--- src/rtl/player_sprite_sched_pkg.sv ---
// -----------------------------------------------------------------------------
// sprite_sched_pkg
// Shared types and constants for the player sprite register scheduler:
//   - commit FSM state enum
//   - shadow register offsets inside the register space
//   - bus geometry and the address bit that selects the register space
//   - shadow register bundle and the slot address helper
// -----------------------------------------------------------------------------
package sprite_sched_pkg;

  localparam int BUS_AW        = 14;
  localparam int BUS_DW        = 32;
  localparam int REG_SPACE_BIT = 13;

  localparam logic [2:0] REG_BYP  = 3'd0;
  localparam logic [2:0] REG_X    = 3'd1;
  localparam logic [2:0] REG_Y    = 3'd2;
  localparam logic [2:0] REG_SEL  = 3'd3;
  localparam logic [2:0] REG_KICK = 3'd4;

  typedef enum logic [2:0] {
    ST_IDLE,
    ST_SNAP,
    ST_W_BYP,
    ST_W_X,
    ST_W_Y,
    ST_W_SEL
  } sched_state_t;

  typedef struct packed {
    logic        bypass;
    logic [10:0] x0;
    logic [10:0] y0;
    logic        sel;
  } shadow_t;

  // Slot address of a sprite core register: register space bit plus offset.
  function automatic logic [BUS_AW-1:0] slot_reg_addr(input logic [2:0] off);
    logic [BUS_AW-1:0] a;
    a                = '0;
    a[REG_SPACE_BIT] = 1'b1;
    a[1:0]           = off[1:0];
    return a;
  endfunction

endpackage

--- src/rtl/player_sprite_sched_if.sv ---
// -----------------------------------------------------------------------------
// player_sprite_sched_if
// Write-only video slot bus. Used twice by the scheduler: once facing the CPU
// (slave modport) and once facing the sprite core (master modport).
//   cs      : chip select
//   write   : write strobe
//   addr    : 14-bit slot address, bit 13 selects the register space
//   wr_data : 32-bit write data
// -----------------------------------------------------------------------------
interface player_sprite_sched_if;
  import sprite_sched_pkg::*;

  logic              cs;
  logic              write;
  logic [BUS_AW-1:0] addr;
  logic [BUS_DW-1:0] wr_data;

  modport master (output cs, write, addr, wr_data);
  modport slave  (input  cs, write, addr, wr_data);
endinterface

--- src/rtl/player_sprite_sched_frame_tick_gen.sv ---
// -----------------------------------------------------------------------------
// frame_tick_gen
// One-cycle registered pulse on the first clock where the frame counter sits
// at x == 0, y == V_ACTIVE (start of vertical blank).
//   clk, reset_n : clock, synchronous active-low reset
//   x, y         : frame counter position
//   frame_tick   : registered pulse, once per frame
// -----------------------------------------------------------------------------
module frame_tick_gen #(
  parameter int V_ACTIVE = 480
) (
  input  logic        clk,
  input  logic        reset_n,
  input  logic [10:0] x,
  input  logic [10:0] y,
  output logic        frame_tick
);

  logic at_vblank;
  logic at_vblank_q;

  assign at_vblank = (x == 11'd0) && (y == 11'(V_ACTIVE));

  // NOTE: state is updated with non-blocking assignments so every flop samples
  // the pre-edge values regardless of statement order.
  always_ff @(posedge clk) begin
    if (!reset_n) begin
      at_vblank_q <= 1'b0;
      frame_tick  <= 1'b0;
    end else begin
      at_vblank_q <= at_vblank;
      // Rising edge only: the counter may dwell on the vblank position.
      frame_tick  <= at_vblank & ~at_vblank_q;
    end
  end

endmodule

--- src/rtl/player_sprite_sched.sv ---
// -----------------------------------------------------------------------------
// player_sprite_sched
// Frame-synchronous register scheduler for one player sprite core. RAM writes
// pass straight to the core one cycle later; bypass/x0/y0/sel writes land in
// shadow registers and are committed as a four-write burst at vertical blank.
//
// Ports:
//   clk, reset_n     : clock, synchronous active-low reset
//   x, y             : frame counter position
//   kick             : single-cycle kick request from game logic
//   cpu (slave)      : CPU video-slot bus
//   sp  (master)     : slot bus to the sprite core (registered)
//   busy             : commit burst in progress
//   frame_tick       : one-cycle pulse per frame
//
// Build option: SPRITE_KICK_ANIM_EN adds the kick timer that forces sel high
// for KICK_FRAMES frames. Without it the kick port and kick address are inert.
// -----------------------------------------------------------------------------
module player_sprite_sched
  import sprite_sched_pkg::*;
#(
  parameter int ADDR_WIDTH  = 11,
  parameter int V_ACTIVE    = 480,
  parameter int KICK_FRAMES = 8
) (
  input  logic                  clk,
  input  logic                  reset_n,
  input  logic [10:0]           x,
  input  logic [10:0]           y,
  input  logic                  kick,
  player_sprite_sched_if.slave  cpu,
  player_sprite_sched_if.master sp,
  output logic                  busy,
  output logic                  frame_tick
);

  logic              ram_req;
  logic              reg_wr;
  logic              shadow_wr;
  logic              start;
  logic              eff_sel;
  logic              kick_dirty;
  logic [BUS_AW-1:0] ram_addr;
  shadow_t           shadow;
  shadow_t           snap;
  logic              dirty;
  sched_state_t      state;
  sched_state_t      state_nxt;
  logic              cs_d;
  logic [BUS_AW-1:0] addr_d;
  logic [BUS_DW-1:0] data_d;

  assign ram_req   = cpu.cs & cpu.write & ~cpu.addr[REG_SPACE_BIT];
  assign reg_wr    = cpu.cs & cpu.write &  cpu.addr[REG_SPACE_BIT];
  assign shadow_wr = reg_wr & ~cpu.addr[2];  // offsets 0..3
  assign start     = (state == ST_IDLE) & frame_tick & dirty;

  // Sprite RAM word address plus the upper select bits, forwarded unchanged.
  assign ram_addr = {cpu.addr[BUS_AW-1:ADDR_WIDTH], cpu.addr[ADDR_WIDTH-1:0]};

  frame_tick_gen #(.V_ACTIVE(V_ACTIVE)) u_frame_tick_gen (
    .clk        (clk),
    .reset_n    (reset_n),
    .x          (x),
    .y          (y),
    .frame_tick (frame_tick)
  );

`ifdef SPRITE_KICK_ANIM_EN
  logic [7:0] kick_cnt;
  logic       kick_evt;
  logic       kick_expire;

  assign kick_evt    = kick | (reg_wr & (cpu.addr[2:0] == REG_KICK));
  // A reload in the same cycle pre-empts expiry.
  assign kick_expire = frame_tick & (kick_cnt == 8'd1) & ~kick_evt;
  assign kick_dirty  = kick_evt | kick_expire;
  assign eff_sel     = shadow.sel | (kick_cnt != 8'd0);

  always_ff @(posedge clk) begin
    if (!reset_n) begin
      kick_cnt <= 8'd0;
    end else if (kick_evt) begin
      kick_cnt <= 8'(KICK_FRAMES);
    end else if (frame_tick && kick_cnt != 8'd0) begin
      kick_cnt <= kick_cnt - 8'd1;
    end
  end
`else
  logic unused_cfg;
  assign unused_cfg = kick ^ KICK_FRAMES[0] ^ (cpu.addr[2:0] == REG_KICK);
  assign kick_dirty = 1'b0;
  assign eff_sel    = shadow.sel;
`endif

  // Shadows, snapshot and dirty flag. The snapshot is taken on the edge into
  // SNAP so it is stable for the whole burst while the CPU keeps writing.
  always_ff @(posedge clk) begin
    if (!reset_n) begin
      shadow <= '0;
      snap   <= '0;
      dirty  <= 1'b0;
    end else begin
      if (shadow_wr) begin
        case (cpu.addr[2:0])
          REG_BYP: shadow.bypass <= cpu.wr_data[0];
          REG_X:   shadow.x0     <= cpu.wr_data[10:0];
          REG_Y:   shadow.y0     <= cpu.wr_data[10:0];
          REG_SEL: shadow.sel    <= cpu.wr_data[0];
          default: ;
        endcase
      end
      if (start) begin
        snap <= '{bypass: shadow.bypass, x0: shadow.x0, y0: shadow.y0, sel: eff_sel};
      end
      // A write in the snapshot cycle must survive the clear.
      if (shadow_wr || kick_dirty) begin
        dirty <= 1'b1;
      end else if (start) begin
        dirty <= 1'b0;
      end
    end
  end

  // The state names the register write currently on the sprite bus. Outputs
  // are registered from the next state, so a CPU RAM write simply holds the
  // state and the pending register write goes out one cycle later.
  // NOTE: every always_comb output gets a default first so no path leaves a
  // variable unassigned, which would infer a latch.
  always_comb begin
    state_nxt = state;
    cs_d      = 1'b0;
    addr_d    = '0;
    data_d    = '0;

    case (state)
      ST_IDLE:  if (start)    state_nxt = ST_SNAP;
      ST_SNAP:  if (!ram_req) state_nxt = ST_W_BYP;
      ST_W_BYP: if (!ram_req) state_nxt = ST_W_X;
      ST_W_X:   if (!ram_req) state_nxt = ST_W_Y;
      ST_W_Y:   if (!ram_req) state_nxt = ST_W_SEL;
      ST_W_SEL: state_nxt = ST_IDLE;  // nothing left to issue
      default:  state_nxt = ST_IDLE;
    endcase

    if (ram_req) begin
      cs_d   = 1'b1;
      addr_d = ram_addr;
      data_d = cpu.wr_data;
    end else begin
      case (state_nxt)
        ST_W_BYP: begin
          cs_d   = 1'b1;
          addr_d = slot_reg_addr(REG_BYP);
          data_d = {31'd0, snap.bypass};
        end
        ST_W_X: begin
          cs_d   = 1'b1;
          addr_d = slot_reg_addr(REG_X);
          data_d = {21'd0, snap.x0};
        end
        ST_W_Y: begin
          cs_d   = 1'b1;
          addr_d = slot_reg_addr(REG_Y);
          data_d = {21'd0, snap.y0};
        end
        ST_W_SEL: begin
          cs_d   = 1'b1;
          addr_d = slot_reg_addr(REG_SEL);
          data_d = {30'd0, snap.sel, 1'b0};  // core reads sel on bit 1
        end
        default: ;
      endcase
    end
  end

  always_ff @(posedge clk) begin
    if (!reset_n) begin
      state      <= ST_IDLE;
      busy       <= 1'b0;
      sp.cs      <= 1'b0;
      sp.write   <= 1'b0;
      sp.addr    <= '0;
      sp.wr_data <= '0;
    end else begin
      state      <= state_nxt;
      busy       <= (state_nxt != ST_IDLE);
      sp.cs      <= cs_d;
      sp.write   <= cs_d;
      sp.addr    <= addr_d;
      sp.wr_data <= data_d;
    end
  end

endmodule

--- src/flat_wrapper.sv ---
// flat-port wrapper written by rule: the top's interface ports become plain ports
module player_sprite_sched_flat import sprite_sched_pkg::*;
#(
  parameter int ADDR_WIDTH  = 11,
  parameter int V_ACTIVE    = 480,
  parameter int KICK_FRAMES = 8
)
  (clk, reset_n, x, y, kick, busy, frame_tick, cpu_cs, cpu_write, cpu_addr, cpu_wr_data, sp_cs, sp_write, sp_addr, sp_wr_data);
  player_sprite_sched_if cpu_i ();
  player_sprite_sched_if sp_i ();
  input  logic clk;
  input  logic reset_n;
  input  logic [10:0] x;
  input  logic [10:0] y;
  input  logic kick;
  output logic busy;
  output logic frame_tick;
  input wire logic [$bits(cpu_i.cs)-1:0] cpu_cs;
  input wire logic [$bits(cpu_i.write)-1:0] cpu_write;
  input wire logic [$bits(cpu_i.addr)-1:0] cpu_addr;
  input wire logic [$bits(cpu_i.wr_data)-1:0] cpu_wr_data;
  output wire logic [$bits(sp_i.cs)-1:0] sp_cs;
  output wire logic [$bits(sp_i.write)-1:0] sp_write;
  output wire logic [$bits(sp_i.addr)-1:0] sp_addr;
  output wire logic [$bits(sp_i.wr_data)-1:0] sp_wr_data;
  assign cpu_i.cs = cpu_cs;
  assign cpu_i.write = cpu_write;
  assign cpu_i.addr = cpu_addr;
  assign cpu_i.wr_data = cpu_wr_data;
  assign sp_cs = sp_i.cs;
  assign sp_write = sp_i.write;
  assign sp_addr = sp_i.addr;
  assign sp_wr_data = sp_i.wr_data;
  player_sprite_sched #(.ADDR_WIDTH(ADDR_WIDTH), .V_ACTIVE(V_ACTIVE), .KICK_FRAMES(KICK_FRAMES)) u_core (.clk(clk), .reset_n(reset_n), .x(x), .y(y), .kick(kick), .cpu(cpu_i), .sp(sp_i), .busy(busy), .frame_tick(frame_tick));
endmodule
--- config.mk ---
export PLATFORM = sky130hd
export DESIGN_NAME = player_sprite_sched_flat
export DESIGN_NICKNAME = d
export VERILOG_FILES = /design/src/rtl/player_sprite_sched_pkg.sv /design/src/rtl/player_sprite_sched_if.sv /design/src/rtl/player_sprite_sched_frame_tick_gen.sv /design/src/rtl/player_sprite_sched.sv /design/src/flat_wrapper.sv
export SDC_FILE = /design/constraint.sdc
export NUM_CORES = 1
export LEC_CHECK = 0
export CORE_AREA = 10 10 78 131
export CTS_CLUSTER_DIAMETER = 50
export DETAILED_ROUTE_END_ITERATION = 6
export DIE_AREA = 0 0 88 141
export HOLD_SLACK_MARGIN = 0.1
export PLACE_DENSITY = 0.78
export SLEW_MARGIN = 10
export SYNTH_ARGS = -nofsm -noshare
export SYNTH_HDL_FRONTEND = slang
export SYNTH_SLANG_ARGS = --single-unit
--- constraint.sdc ---
create_clock -name clk -period 2.8 [get_ports clk]
set_input_delay 0.56 -clock clk [delete_from_list [all_inputs] [get_ports clk]]
set_output_delay 0.56 -clock clk [all_outputs]
set_load 0.01 [all_outputs]
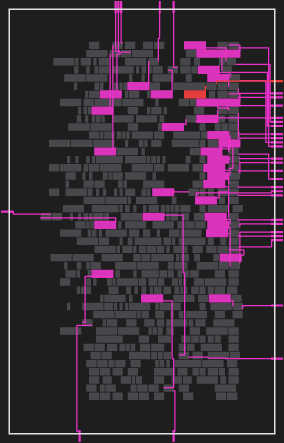
**Above:** run 1 (nets reached from selected ports).
Scale: 3 px per um.
color	port	bits	direction	edge	end cells	buffers	wire
magenta	`sp_wr_data`	32	output	24 right, 5 top, 2 bottom, 1 left	32	32	964 um
red	`busy`	1	output	right	1	1	23.2 um

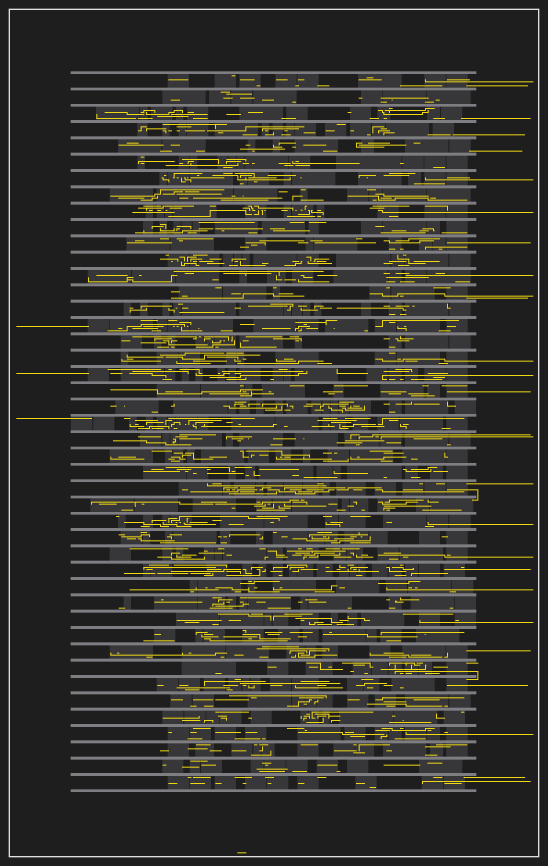
**Above:** run 1 (metal 1).
Scale: 6 px per um. Supply wires on this layer in gray. Cells faint in the background.
wire length on this layer	3630 um
share of all routed wire	38%
longest straight run	26.2 um
nets with wire on the layer	500
main direction	horizontal

==> out/qor.yml, run 1 <==
clocking:
  cts_tree: "yes"
  cts-root-buf: "clkbuf_16"
  cts_max_level: 3
  cts_buffers: 9
global_routing:
  grt_pass1_wl_mm: 14.91
  grt_antenna_before_repair: 0
  overflow: 0
  grt_max_degree: 50
logic_synthesis:
  ys_area_um2: 3531
  synthFlopType: "dfxtp_1"
  syn_area_um2: 3531
  synth.distinct_cells: 39
  synth.most_common_cell: "dfxtp_1"
outcome:
  status: "completed"
hold_path:
  hold_depth: 1
die:
  fp_util_pct: 43.63
  dieArea_um2: 12410
timing:
  worst_pin_slew_ps: 494.3
  setup_viol_count_final: 0
setup_path:
  worst-path-max-fanout: 9
  worst-path-stages: 11
layout:
  stdcell_count: 581
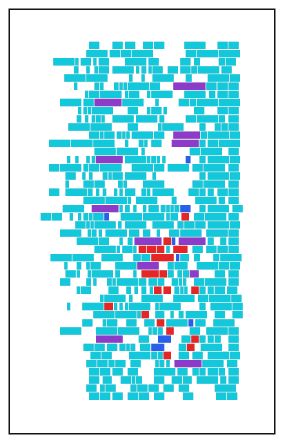
**Above:** run 1 (drive-strength map).
Scale: 3 px per um.
color	size	cells	share
purple	x6 and larger	12	2.5%
blue	x2	8	1.6%
cyan	x1 and smaller	450	92%
red	x3 and x4	19	3.9%
Final WS setup: 245.2 ps
Non-clock buffers: 136
Area Growth Syn to Fin: 46.63%
fin area: 5177 um2

run 1: per-layer routing:
metal | track usage [%] | up-vias
met3 | 4.212 | 10
met1 | 15.15 | 1413
met4 | 5.228 | 0
li1 | - | 1481
met5 | 0 | -
met2 | 28.08 | 102
run 1: power by group through the flow:
| stage | clock network [mW] | logic [mW] | registers (mW) |
|---|---|---|---|
| final | 1.19 | 0.192 | 1.47 |
| after global routing | 1.29 | 0.205 | 1.47 |
| after CTS | 1.23 | 0.193 | 1.47 |
| after detailed placement | 0 | 0.192 | 1.50 |
| after global placement | 0 | 0.190 | 1.50 |
| after floorplan | 0 | 0.0448 | 1.51 |
==> run 2, diff against run 1 <==
Settings changed: SETUP_SLACK_MARGIN set to 0.3, TNS_END_PERCENT set to 30.
==> run 2 against run 1 <==
Net effect:
- sequential power barely moved
- critical path depth grew 1
- register-to-register slack improved by 110 ps
- combinational power about the same
- clock power about the same
- largest cell class unchanged
==> out/qor.yml, run 2 <==
global_routing:
  track_usage_pct: 15.14
  grt_antenna_before_repair: 0  # unchanged
  grt_max_degree: 50  # unchanged
  met2_usage_pct: 28.23  # +0.15 points
  grt_pass1_wl_mm: 14.95  # +0.28%
  gr-usage-met1_pct: 15.15  # unchanged
  top_usage_layer: "met2"
  first_global_vias: 2977
  overflow: 0  # unchanged
pwr:
  peakVddDrop_mv: 0.3637
  pg_comb_mw: 0.192  # about the same
  seq-power_mw: 1.47  # about the same
  power_leader: "sequential cells"
  powerClk_mw: 1.19  # about the same
logic_synthesis:
  ys_area_um2: 3531  # unchanged
  synthFlopType: "dfxtp_1"
  synth.most_common_cell: "dfxtp_1"
  synth.distinct_cells: 39  # unchanged
  ys_async_sr_fraction_pct: 0
  syn_area_um2: 3531  # unchanged
  ys_seq_share_pct: 57.83
timing:
  worst_pin_slew_ps: 486.4  # -7.958 ps
  setup_viol_count_final: 0  # unchanged
  period_used_pct: 76.56
  setup_slack_ps: 656.3  # +411.1 ps
hold_path:
  hold_depth: 1  # unchanged
layout:
  area_growth_pct: 48.12
  fin_area_um2: 5230  # +1.0%
  buffers: 138  # +1.5%
  comb_cells: 223
clocking:
  cts-root-buf: "clkbuf_16"
  cts_max_level: 3  # unchanged
  cts.sinks: 102
  cts_tree: "yes"
  cts_buffers: 9  # unchanged
die:
  dieArea_um2: 12410  # unchanged
  fp_util_pct: 43.63  # unchanged
route:
  wl_met2_mm: 5.185
setup_path:
  crit_required_ps: 3020
  worst-path-max-fanout: 9  # unchanged
  worst-path-stages: 12  # +1
outcome:
  status: "completed"
job:
  tool_warnings: 27
  maxCapViolCount: 0
## run 2: cell types whose count changed in the layout (fill, tap and decap cells not counted)
cell,delta
nand2_1,-1
o21ai_1,+1
o21ai_0,-1
nand2b_1,-2
buf_4,+2
dlymetal6s2s_1,+3
ha_1,-1
ha_4,+1
nand2_2,+1
clkdlybuf4s50_1,-3
nand2b_4,+2
## run 2: kinds of logic after synthesis
kind of cell | after synthesis | share of synthesized area [%]
xor gates and xnor gates | 2 | 0.4962
DFF | 102 | 57.83
and+or+nand+nor | 145 | 20.87
buffers and inverters | 35 | 4.288
adders and majority gates | 1 | 0.3543
muxes | 26 | 7.371
AOI/OAI and AO/OA | 49 | 8.788
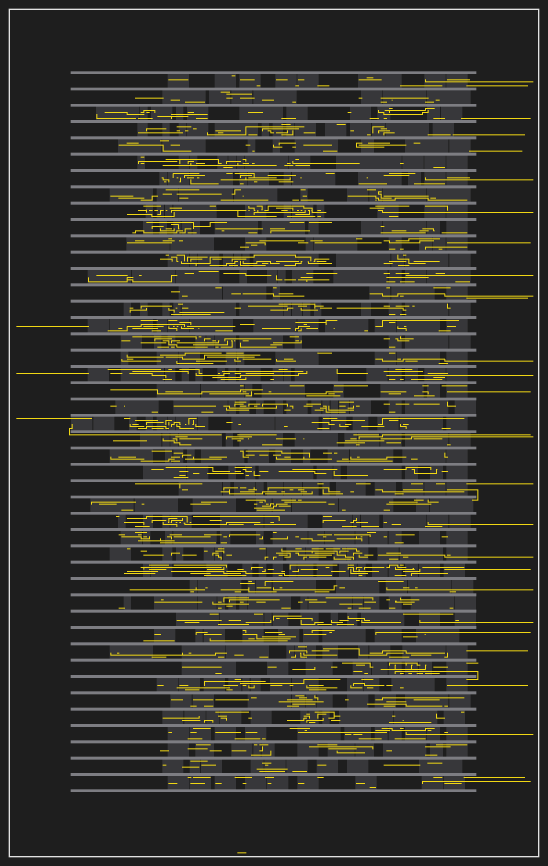
**Above:** run 2 (metal 1).
Scale: 6 px per um. Supply wires on this layer in gray. Cells faint in the background.
nets with wire on the layer	504
wire length on this layer	3600 um
main direction	horizontal

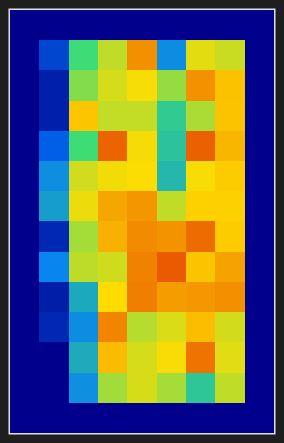
**Above:** run 2 (cell area per tile).
Scale: 3 px per um. The die is cut into 9 by 14 equal tiles; dark blue is low, red is high, 0 to 100% covered.
tiles over 75% full	24%
densest ninth of the die	middle
nearly empty tiles	35%

Power and IR drop assume default switching activity.
